File: config.mk
export PLATFORM = sky130hd
export DESIGN_NAME = issue_queue_dual
export DESIGN_NICKNAME = d
export VERILOG_FILES = /design/src/rtl/issue_queue_dual_pkg.sv /design/src/rtl/issue_scoreboard.sv /design/src/rtl/issue_queue_dual.sv
export SDC_FILE = /design/constraint.sdc
export NUM_CORES = 2
export LEC_CHECK = 0
export CAP_MARGIN = 20
export CORE_MARGIN = 4
export CORE_UTILIZATION = 50
export DETAILED_ROUTE_END_ITERATION = 10
export GPL_TIMING_DRIVEN = 0
export PLACE_DENSITY_LB_ADDON = 0.08
export SKIP_LAST_GASP = 1
export SYNTH_ARGS = -nofsm -noshare
export SYNTH_HDL_FRONTEND = slang
export SYNTH_SLANG_ARGS = --single-unit
export TNS_END_PERCENT = 100
File: constraint.sdc
create_clock -name clk -period 18.44 [get_ports clk]
set_clock_uncertainty 0.15 [all_clocks]
set_input_delay 3.688 -clock clk [delete_from_list [all_inputs] [get_ports clk]]
set_output_delay 3.688 -clock clk [all_outputs]
set_load 0.05 [all_outputs]
File: src/rtl/issue_queue_dual_pkg.sv
// Shared types for the dual-issue queue: uop type encoding and the packed queue entry.
package issue_queue_dual_pkg;

  localparam int unsigned WIDTH_UOP     = 16;
  localparam int unsigned UOP_TYPE_LSB  = 0;
  localparam int unsigned UOP_TYPE_W    = 8;
  localparam int unsigned ITYPE_IDX_ALU = 0;

  typedef struct packed {
    logic [WIDTH_UOP-1:0] uop;
    logic [4:0]           rd;
    logic [4:0]           rj;
    logic [4:0]           rk;
    logic [31:0]          pc;
    logic [31:0]          pc_next;
    logic [31:0]          imm;
    logic [6:0]           exp;
  } issue_entry_t;

  localparam int unsigned ISSUE_ENTRY_W = $bits(issue_entry_t);

  // Uop type field is one-hot; eu1 only accepts the ALU class.
  function automatic logic is_alu(input logic [WIDTH_UOP-1:0] uop);
    logic [UOP_TYPE_W-1:0] t;
    t = uop[UOP_TYPE_LSB +: UOP_TYPE_W];
    return t[ITYPE_IDX_ALU];
  endfunction

endpackage

File: src/rtl/issue_scoreboard.sv
// Per-register in-flight writer counters (r1..r31) with two issue increments and two
// writeback decrements per cycle.
module issue_scoreboard #(
  parameter int unsigned CNT_W = 2
) (
  input  logic        clk,
  input  logic        rstn,
  input  logic        flush,
  input  logic        inc0_en,
  input  logic [4:0]  inc0_addr,
  input  logic        inc1_en,
  input  logic [4:0]  inc1_addr,
  input  logic        dec0_en,
  input  logic [4:0]  dec0_addr,
  input  logic        dec1_en,
  input  logic [4:0]  dec1_addr,
  output logic [31:0] busy,
  output logic [31:0] sat,
  output logic [31:0] sat_m1
);

  localparam int unsigned CW = CNT_W + 2;
  localparam logic [CNT_W-1:0] CNT_MAX    = '1;
  localparam logic [CNT_W-1:0] CNT_MAX_M1 = CNT_MAX - CNT_W'(1);

  logic [31:0][CNT_W-1:0] cnt_q, cnt_d;
  logic                   underflow;

  always_comb begin
    logic [CW-1:0] inc_w, dec_w, sum_w;
    inc_w     = '0;
    dec_w     = '0;
    sum_w     = '0;
    cnt_d     = cnt_q;
    underflow = 1'b0;
    // r0 is never counted: the loop starts at 1 and cnt_q[0] only ever resets to zero.
    for (int unsigned r = 1; r < 32; r++) begin
      inc_w = CW'(inc0_en && inc0_addr == 5'(r)) + CW'(inc1_en && inc1_addr == 5'(r));
      dec_w = CW'(dec0_en && dec0_addr == 5'(r)) + CW'(dec1_en && dec1_addr == 5'(r));
      sum_w = CW'(cnt_q[r]) + inc_w;
      if (sum_w < dec_w) underflow = 1'b1;
      cnt_d[r] = CNT_W'(sum_w - dec_w);
    end
  end

  always_comb begin
    busy   = '0;
    sat    = '0;
    sat_m1 = '0;
    for (int unsigned r = 0; r < 32; r++) begin
      busy[r]   = cnt_q[r] != '0;
      sat[r]    = cnt_q[r] == CNT_MAX;
      sat_m1[r] = cnt_q[r] == CNT_MAX_M1;
    end
  end

  always_ff @(posedge clk) begin
    if (!rstn || flush) begin
      cnt_q <= '0;
    end else begin
      assert (!underflow);
      cnt_q <= cnt_d;
    end
  end

endmodule

File: src/rtl/issue_queue_dual.sv
// In-order dual-issue queue: circular uop buffer, RAW hazard check against the
// writer scoreboard, and eu0 (any type) / eu1 (ALU only) issue lanes.
module issue_queue_dual
  import issue_queue_dual_pkg::*;
#(
  parameter int unsigned DEPTH = 8,
  parameter int unsigned CNT_W = 2
) (
  input  logic                 clk,
  input  logic                 rstn,
  input  logic                 flush,
  input  logic                 stall,
  input  logic                 dec0_valid,
  input  logic [WIDTH_UOP-1:0] dec0_uop,
  input  logic [4:0]           dec0_rd,
  input  logic [4:0]           dec0_rj,
  input  logic [4:0]           dec0_rk,
  input  logic [31:0]          dec0_pc,
  input  logic [31:0]          dec0_pc_next,
  input  logic [31:0]          dec0_imm,
  input  logic [6:0]           dec0_exp,
  input  logic                 dec1_valid,
  input  logic [WIDTH_UOP-1:0] dec1_uop,
  input  logic [4:0]           dec1_rd,
  input  logic [4:0]           dec1_rj,
  input  logic [4:0]           dec1_rk,
  input  logic [31:0]          dec1_pc,
  input  logic [31:0]          dec1_pc_next,
  input  logic [31:0]          dec1_imm,
  input  logic [6:0]           dec1_exp,
  output logic                 dec_ready,
  input  logic                 write_en_0,
  input  logic [4:0]           write_addr_0,
  input  logic                 write_en_1,
  input  logic [4:0]           write_addr_1,
  output logic                 eu0_en_out,
  output logic [WIDTH_UOP-1:0] eu0_uop_out,
  output logic [4:0]           eu0_rd_out,
  output logic [4:0]           eu0_rj_out,
  output logic [4:0]           eu0_rk_out,
  output logic [31:0]          eu0_pc_out,
  output logic [31:0]          eu0_pc_next_out,
  output logic [31:0]          eu0_imm_out,
  output logic [6:0]           eu0_exp_out,
  output logic                 eu1_en_out,
  output logic [WIDTH_UOP-1:0] eu1_uop_out,
  output logic [4:0]           eu1_rd_out,
  output logic [4:0]           eu1_rj_out,
  output logic [4:0]           eu1_rk_out,
  output logic [31:0]          eu1_pc_out,
  output logic [31:0]          eu1_pc_next_out,
  output logic [31:0]          eu1_imm_out,
  output logic [6:0]           eu1_exp_out
);

  localparam int unsigned PTR_W = $clog2(DEPTH);

  logic [ISSUE_ENTRY_W-1:0] mem_q [DEPTH];
  logic [PTR_W-1:0]         head_q, head_d, tail_q, tail_d, head1, tail1;
  logic [PTR_W:0]           count_q, count_d, n_push, n_iss;
  issue_entry_t             head_e, next_e, dec0_e, dec1_e, lane0, lane1;
  logic [31:0]              busy, sat, sat_m1;
  logic                     push, iss0, iss1;

  function automatic logic hazard(input issue_entry_t e, input logic [31:0] bz,
                                  input logic [31:0] st);
    return bz[e.rj] | bz[e.rk] | st[e.rd];
  endfunction

  assign head1  = head_q + PTR_W'(1);
  assign tail1  = tail_q + PTR_W'(1);
  assign head_e = issue_entry_t'(mem_q[head_q]);
  assign next_e = issue_entry_t'(mem_q[head1]);
  assign dec0_e = '{dec0_uop, dec0_rd, dec0_rj, dec0_rk, dec0_pc, dec0_pc_next, dec0_imm, dec0_exp};
  assign dec1_e = '{dec1_uop, dec1_rd, dec1_rj, dec1_rk, dec1_pc, dec1_pc_next, dec1_imm, dec1_exp};

  assign dec_ready = count_q <= (PTR_W+1)'(DEPTH - 2);

  always_comb begin
    eu0_en_out = (count_q != '0) && !hazard(head_e, busy, sat);
    // eu1 also avoids an intra-pair RAW on head.rd and a WAW pair that would overflow cnt[rd].
    eu1_en_out = eu0_en_out && (count_q >= (PTR_W+1)'(2)) &&
                 (head_e.exp == '0) && (next_e.exp == '0) && is_alu(next_e.uop) &&
                 !hazard(next_e, busy, sat) &&
                 !((head_e.rd != '0) && ((next_e.rj == head_e.rd) || (next_e.rk == head_e.rd))) &&
                 !((head_e.rd != '0) && (next_e.rd == head_e.rd) && sat_m1[head_e.rd]);
  end

  assign iss0   = eu0_en_out && !stall && !flush;
  assign iss1   = eu1_en_out && !stall && !flush;
  assign push   = dec_ready && dec0_valid && !flush;
  assign n_push = push ? (dec1_valid ? (PTR_W+1)'(2) : (PTR_W+1)'(1)) : '0;
  assign n_iss  = (PTR_W+1)'(iss0) + (PTR_W+1)'(iss1);

  always_comb begin
    head_d  = head_q + PTR_W'(n_iss);
    tail_d  = tail_q + PTR_W'(n_push);
    count_d = count_q + n_push - n_iss;
    if (flush) begin
      head_d  = '0;
      tail_d  = '0;
      count_d = '0;
    end
  end

  always_ff @(posedge clk) begin
    if (!rstn) begin
      head_q  <= '0;
      tail_q  <= '0;
      count_q <= '0;
    end else begin
      head_q  <= head_d;
      tail_q  <= tail_d;
      count_q <= count_d;
    end
  end

  always_ff @(posedge clk) begin
    if (push) mem_q[tail_q] <= dec0_e;
    if (push && dec1_valid) mem_q[tail1] <= dec1_e;
  end

  issue_scoreboard #(.CNT_W(CNT_W)) u_sb (
    .clk      (clk),
    .rstn     (rstn),
    .flush    (flush),
    .inc0_en  (iss0 && (head_e.exp == '0)),
    .inc0_addr(head_e.rd),
    .inc1_en  (iss1),
    .inc1_addr(next_e.rd),
    .dec0_en  (write_en_0),
    .dec0_addr(write_addr_0),
    .dec1_en  (write_en_1),
    .dec1_addr(write_addr_1),
    .busy     (busy),
    .sat      (sat),
    .sat_m1   (sat_m1)
  );

  assign lane0 = eu0_en_out ? head_e : '0;
  assign lane1 = eu1_en_out ? next_e : '0;

  assign eu0_uop_out     = lane0.uop;
  assign eu0_rd_out      = lane0.rd;
  assign eu0_rj_out      = lane0.rj;
  assign eu0_rk_out      = lane0.rk;
  assign eu0_pc_out      = lane0.pc;
  assign eu0_pc_next_out = lane0.pc_next;
  assign eu0_imm_out     = lane0.imm;
  assign eu0_exp_out     = lane0.exp;
  assign eu1_uop_out     = lane1.uop;
  assign eu1_rd_out      = lane1.rd;
  assign eu1_rj_out      = lane1.rj;
  assign eu1_rk_out      = lane1.rk;
  assign eu1_pc_out      = lane1.pc;
  assign eu1_pc_next_out = lane1.pc_next;
  assign eu1_imm_out     = lane1.imm;
  assign eu1_exp_out     = lane1.exp;

endmodule

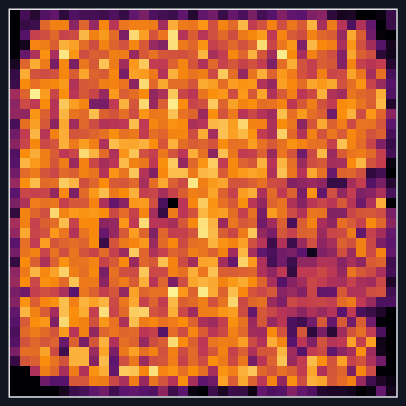
**Above:** local utilization.
(1 px per um) 39 x 39 tiles, from black (low) to pale yellow (high), 0 to 100% covered.
emptiest ninth of the die = south-east
fullest tile = 97%
tiles over 75% full = 19%
nearly empty tiles = 2.2%

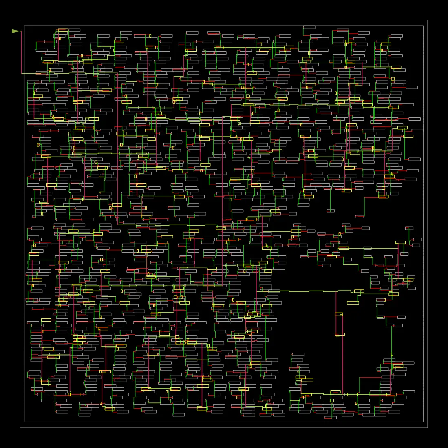
**Above:** clock wiring as the flow saved it.
Layout clock buffers: 181
Sink Count: 1144

==> impl_metrics.ini <==
; implementation run metrics
[status]
status = finished, final reports clean

[setup_path]
regToRegEndpoint = count_q[3]$_SDFF_PP0_
cp_max_fo = 10

[power]
leakage_nw = 27.3
power_clock_mw = 2.64
power_density_nw_per_um2 = 72.3
clkPwrFrac_pct = 42.3

[floorplanning]
die-width_um = 386
core_um2 = 142000

[clock_tree]
cts_setup_buffers = 0
insertion_delay_ns = 0.79
clk_root_buffer_cell = clkbuf_16
cts_buffers = 137
cts_max_level = 4

[layout]
fin_util_pct = 60.8
area_delta_synth_final_pct = 20.5
drive_gt1_share_pct = 35.7

[sta]
post-route-period-util_pct = 67.2
slew_headroom_pct = 14.6

[global_route]
use_met2_pct = 55.3
gr-usage-met3_pct = 9.70
antenna_found_initial = 75
grt_max_degree = 22

[min_path]
hp-start = u_sb.cnt_q[39]$_SDFF_PP0_
min_to = u_sb.cnt_q[39]$_SDFF_PP0_

[placement]
globalplace.congestion = 1.01
dp_cells = 7485

[route]
routed_wl_mm = 268
first_pass_iters = 6
route.vias.total = 51785

[yosys]
postSynthCellCount = 4939
yosys_area_um2 = 71500
compound_area_share_pct = 3.68
synth_simple_gate_area_share_pct = 6.46
layer usage:
layer,part of all wire [%],vias up
met2,47,2986
met3,11,580
met4,4.8,26
li1,-,21407
met5,0.062,-
met1,37,26786
through the flow:
step	cell area (um2)	hold slack [ns]
finish	86200	0.422
floorplan	71600	0.369
global placement	79400	0.398
detailed placement	81500	0.409
CTS	85800	0.424
global route	86200	0.445
flip-flops by register name (all words and copies together) (netlist names):
| name | flops |
|---|---|
| count_q | 4 |
| mem_q | 1072 |
| u_sb.cnt_q | 62 |
| head_q | 3 |
| tail_q | 3 |
worst max-delay path by stage:
stage	slack, ns	end
6_report	6.05	eu1_imm_out[4]
3_5_place_dp	6.67	eu1_imm_out[8]
2_1_floorplan	3.61	mem_q[2][0]$_DFFE_PP_
4_1_cts	5.83	eu1_imm_out[8]
3_3_place_gp	-10.67	mem_q[0][113]$_DFFE_PP_
5_1_grt	6.01	eu1_imm_out[29]
synthesized netlist by cell type (all sizes together) (5+ instances only):
library cell / n
xnor2: 47
nand3b: 34
o211ai: 5
buf: 137
and3: 5
o31ai: 8
mux2i: 254
o221ai: 7
a211o: 7
ha: 11
o311ai: 7
a31oi: 9
nor2: 295
nand4: 7
dfxtp: 72
nor2b: 19
or2: 15
or3: 16
and2: 38
xor2: 35
inv: 67
a22oi: 10
or4: 5
nor3: 61
mux4: 508
o21ai: 14
o22ai: 9
nand3: 35
nand2: 362
a211oi: 17
mux2: 1109
a21oi: 28
nor4: 66
fa: 66
a311oi: 6
nor3b: 12
clkbuf: 270
nand2b: 25
a2111oi: 112
edfxtp: 1072
worst max-delay path, stage by stage (launching register included):
cell and delay [ns]:
dfxtp_1 0.58, ha_1 0.20, buf_2 0.33, buf_4 0.35, buf_2 0.37, buf_2 0.39
clkbuf_1 0.89, nand3_1 0.15, o211ai_1 0.16, o2111ai_1 0.16, a22o_1 0.32, nor4_1 0.28
nand4_1 0.10, or4_1 0.54, buf_2 0.33, clkbuf_1 0.40, a2111oi_1 1.20, clkdlybuf4s50_1 1.00
kinds of logic after synthesis:
| kind of cell | Yosys count |
|---|---|
| AOI/OAI and AO/OA | 282 |
| xor gates and xnor gates | 82 |
| adders and majority gates | 77 |
| buffers and inverters | 476 |
| DFF | 1144 |
| muxes | 1871 |
| other | 1 |
| and+or+nand+nor | 1006 |
cell type report:
type	instances	area, um2	share of cell area (%)
clock inverters	68	567	0.657
plain buffers	407	1720	2.00
clock buffers	181	3710	4.30
inverters	69	259	0.300
well taps	1890	2360	2.74
diodes	55	138	0.160
multi-input cells	3325	36100	41.8
flip-flops and latches	1144	33600	39.0
repair buffers	672	7760	9.00
layout by cell type (no fill, tap or decap), types with 35 or more instances in the layout:
master           instances
mux2_2                1108
edfxtp_1              1072
clkdlybuf4s50_1        547
mux4_2                 508
nand2_1                362
clkbuf_1               304
nor2_1                 294
mux2i_1                252
clkbuf_16              142
dfxtp_1                 72
inv_1                   67
fa_1                    66
nor4_1                  64
buf_2                   62
nor3_1                  61
a2111oi_1               58
buf_8                   57
diode_2                 55
buf_1                   53
a2111oi_2               51
xnor2_1                 46
and2_1                  38
nand3_1                 35
